--- config.mk ---
export PLATFORM = sky130hd
export DESIGN_NAME = issue_port_arbiter
export DESIGN_NICKNAME = d
export VERILOG_FILES = /design/src/rtl/issue_port_arbiter.sv
export SDC_FILE = /design/constraint.sdc
export NUM_CORES = 1
export LEC_CHECK = 0
export CAP_MARGIN = 20
export CORE_AREA = 2 2 130 132
export DETAILED_ROUTE_END_ITERATION = 6
export DIE_AREA = 0 0 132 134
export PLACE_DENSITY_LB_ADDON = 0.2
export SLEW_MARGIN = 30
export SYNTH_ARGS = -nofsm -noshare
export SYNTH_HDL_FRONTEND = slang
export SYNTH_SLANG_ARGS = --single-unit
export TNS_END_PERCENT = 30
--- constraint.sdc ---
create_clock -name clk -period 7.3 [get_ports clk]
set_input_delay 0.73 -clock clk [delete_from_list [all_inputs] [get_ports clk]]
set_output_delay 0.73 -clock clk [all_outputs]
set_load 0.02 [all_outputs]
--- src/rtl/issue_port_arbiter.sv ---
// Round-robin arbiter sharing one functional-unit issue port between NUM_RS reservation stations.
// Define ISSUE_ARB_STARVE_EN to add per-station starvation counters that override round-robin.
module issue_port_arbiter #(
  parameter int NUM_RS       = 4,
  parameter int DATA_W       = 64,
  parameter int STARVE_LIMIT = 8
) (
  input  logic                      clk,
  input  logic                      rst,
  input  logic                      flush_i,
  input  logic [NUM_RS-1:0]         rs_valid_i,
  input  logic [NUM_RS*DATA_W-1:0]  rs_data_i,
  output logic [NUM_RS-1:0]         rs_ready_o,
  output logic                      fu_valid_o,
  input  logic                      fu_ready_i,
  output logic [DATA_W-1:0]         fu_data_o,
  output logic [$clog2(NUM_RS)-1:0] fu_src_o
);

  localparam int PTR_W = $clog2(NUM_RS);
  localparam logic [PTR_W-1:0] LAST_IDX = PTR_W'(NUM_RS - 1);

  if (NUM_RS < 2 || STARVE_LIMIT < 1) begin : g_bad_cfg
    $error("issue_port_arbiter: NUM_RS must be >= 2 and STARVE_LIMIT >= 1");
  end

  logic              vld;
  logic [DATA_W-1:0] data;
  logic [PTR_W-1:0]  src;
  logic [PTR_W-1:0]  rr_ptr;

  logic              can_accept;
  logic              grant_en;
  logic              win_found;
  logic [PTR_W-1:0]  win_idx;
  logic [PTR_W:0]    scan;
  logic [DATA_W-1:0] win_data;
  logic              xfer_in;

`ifdef ISSUE_ARB_STARVE_EN
  localparam int CNT_W = $clog2(STARVE_LIMIT + 1);
  localparam logic [CNT_W-1:0] CNT_MAX = CNT_W'(STARVE_LIMIT);
  logic [CNT_W-1:0] starve_cnt [NUM_RS];
`endif

  assign can_accept = ~vld | fu_ready_i;
  assign grant_en   = can_accept & ~flush_i & ~rst;

  // Scan rr_ptr, rr_ptr+1, ... with explicit wrap so NUM_RS need not be a power of two.
  always_comb begin
    win_found = 1'b0;
    win_idx   = '0;
    scan      = '0;
    for (int k = 0; k < NUM_RS; k++) begin
      scan = {1'b0, rr_ptr} + (PTR_W+1)'(k);
      if (scan >= (PTR_W+1)'(NUM_RS)) scan = scan - (PTR_W+1)'(NUM_RS);
      if (!win_found && rs_valid_i[scan[PTR_W-1:0]]) begin
        win_found = 1'b1;
        win_idx   = scan[PTR_W-1:0];
      end
    end
`ifdef ISSUE_ARB_STARVE_EN
    // Descending loop so the lowest-index starving station is the one left standing.
    for (int i = NUM_RS - 1; i >= 0; i--) begin
      if (rs_valid_i[i] && starve_cnt[i] == CNT_MAX) begin
        win_found = 1'b1;
        win_idx   = PTR_W'(i);
      end
    end
`endif
  end

  always_comb begin
    rs_ready_o = '0;
    if (win_found && grant_en) rs_ready_o[win_idx] = 1'b1;
  end

  assign win_data = rs_data_i[win_idx*DATA_W +: DATA_W];
  assign xfer_in  = |(rs_ready_o & rs_valid_i);

  always_ff @(posedge clk) begin
    if (rst) begin
      vld    <= 1'b0;
      data   <= '0;
      src    <= '0;
      rr_ptr <= '0;
    end else if (flush_i) begin
      vld <= 1'b0;
    end else if (xfer_in) begin
      vld    <= 1'b1;
      data   <= win_data;
      src    <= win_idx;
      rr_ptr <= (win_idx == LAST_IDX) ? '0 : win_idx + 1'b1;
    end else if (vld && fu_ready_i) begin
      vld <= 1'b0;
    end
  end

`ifdef ISSUE_ARB_STARVE_EN
  always_ff @(posedge clk) begin
    for (int i = 0; i < NUM_RS; i++) begin
      if (rst || flush_i || !rs_valid_i[i] || rs_ready_o[i]) begin
        starve_cnt[i] <= '0;
      end else if (starve_cnt[i] != CNT_MAX) begin
        starve_cnt[i] <= starve_cnt[i] + 1'b1;
      end
    end
  end
`endif

  assign fu_valid_o = vld;
  assign fu_data_o  = data;
  assign fu_src_o   = src;

endmodule

wires.png
Only two layers are drawn.
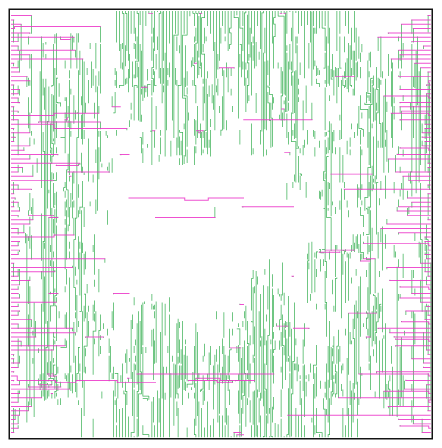
| layer | colour | wire length |
|---|---|---|
| metal 3 | magenta | 1,750 microns |
| metal 2 | green | 9,550 microns |
drt wl/cell: 18.1 microns
total routed wirelength: 19.4 mm

layer_met1.png
Scale bar: 50 microns. Supply wires on this layer in grey. Cells faint in the background.
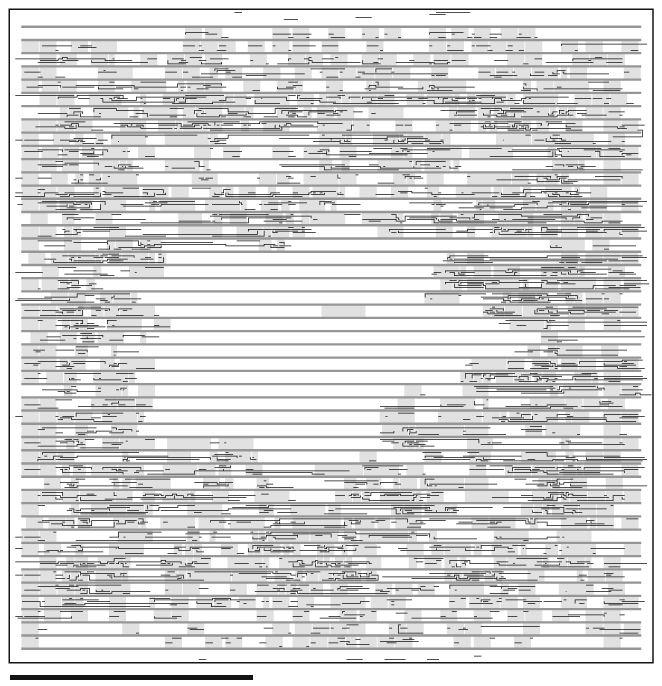
share of all routed wire: 39%
longest straight run: 34.0 microns
Vias: 5,480
met1 usage: 24.7%

io_fan.png
Scale bar: 50 microns.
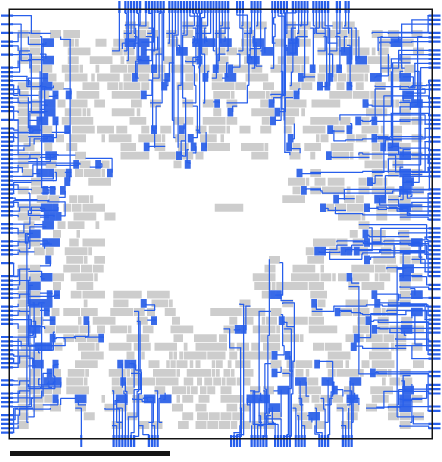
| port | colour | direction | end cells | buffers | wire |
|---|---|---|---|---|---|
| rs_data_i | blue | input | 192 | 256 | 6,040 microns |
IO Pins: 335
buffers added on ports: 334

flops_by_reg.png
Scale bar: 50 microns.
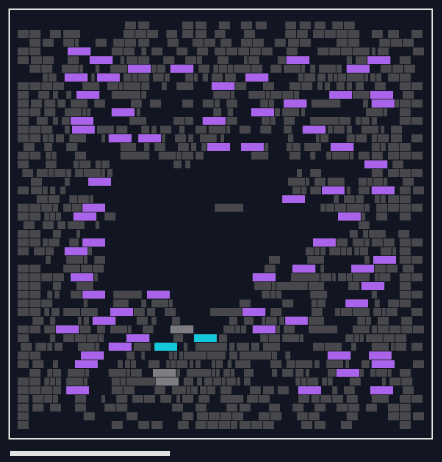
| name in the netlist | colour | flops |
|---|---|---|
| rr_ptr | cyan | 2 |
| fu_data_o | purple | 64 |
not coloured: 3
Seq power: 0.000452 W
flop share of the area: 15.9%
Core Util, Final: 53.4%

congestion.png
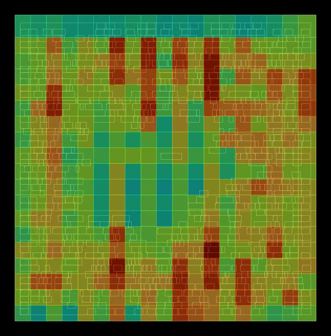
gr busiest metal: met2
met3 Use GR: 6.69%
Total GRT Usage: 21.7%
GR Layer Usage met2: 38.0%

==> flow_summary_export.csv <==
group,metric,value,unit
synth,adder_share,0.255,%
worst_setup_path,cp-end-kind,"output port",
finish,layout.nonclk_buf_share,39.8,%
die,die_w,132,microns
final_timing,timing.hold.ws,0.506,ns
worst_setup_path,cp_num_buf_inv,4,
detailed_routing,wl_met3,1.75,mm
worst_setup_path,worstSetupPathType,"in2out",
run_status,status,"finished, final reports clean",
synth,ys_sh_xor,0,%
worst_setup_path,crit_fanout,65,
die,nWellTaps,220,
die,die-area,17700,sq um
cts,cts_num_sinks,69,
power,combPwrFrac,40.8,%
synth,ys_top_logic_family,"AND-OR/OR-AND gates",
worst_setup_path,cp_common_cell,"clkdlybuf4s50_1",
worst_setup_path,cp_cell_sequence,"clkdlybuf4s50_1 > a21boi_0 > o22a_2 > buf_4 > nand2_4 > inv_1 > ha_1 > and2_1 > clkdlybuf4s50_1",
synth,synth_flops,69,
finish,comb_cells,360,
synth,yosys_warnings,0,
finish,layout-drive-gt1-share,10.9,%
final_timing,setup_viol,0,
synth,top_area_share,28.2,%
worst_setup_path,r2r-start,"rr_ptr[1]",
placement,place_ws,2.35,ns
worst_setup_path,worstSetupStartpointType,"input pin",
hold_path,min_to,"fu_data_o[56]",
worst_setup_path,rr_worst_depth,10,
detailed_routing,drtIter0Drc,292,
global_routing,antenna_found_initial,0,
cts,cts_buffer_depth,2,
Power is estimated from default activity; no workload was simulated.
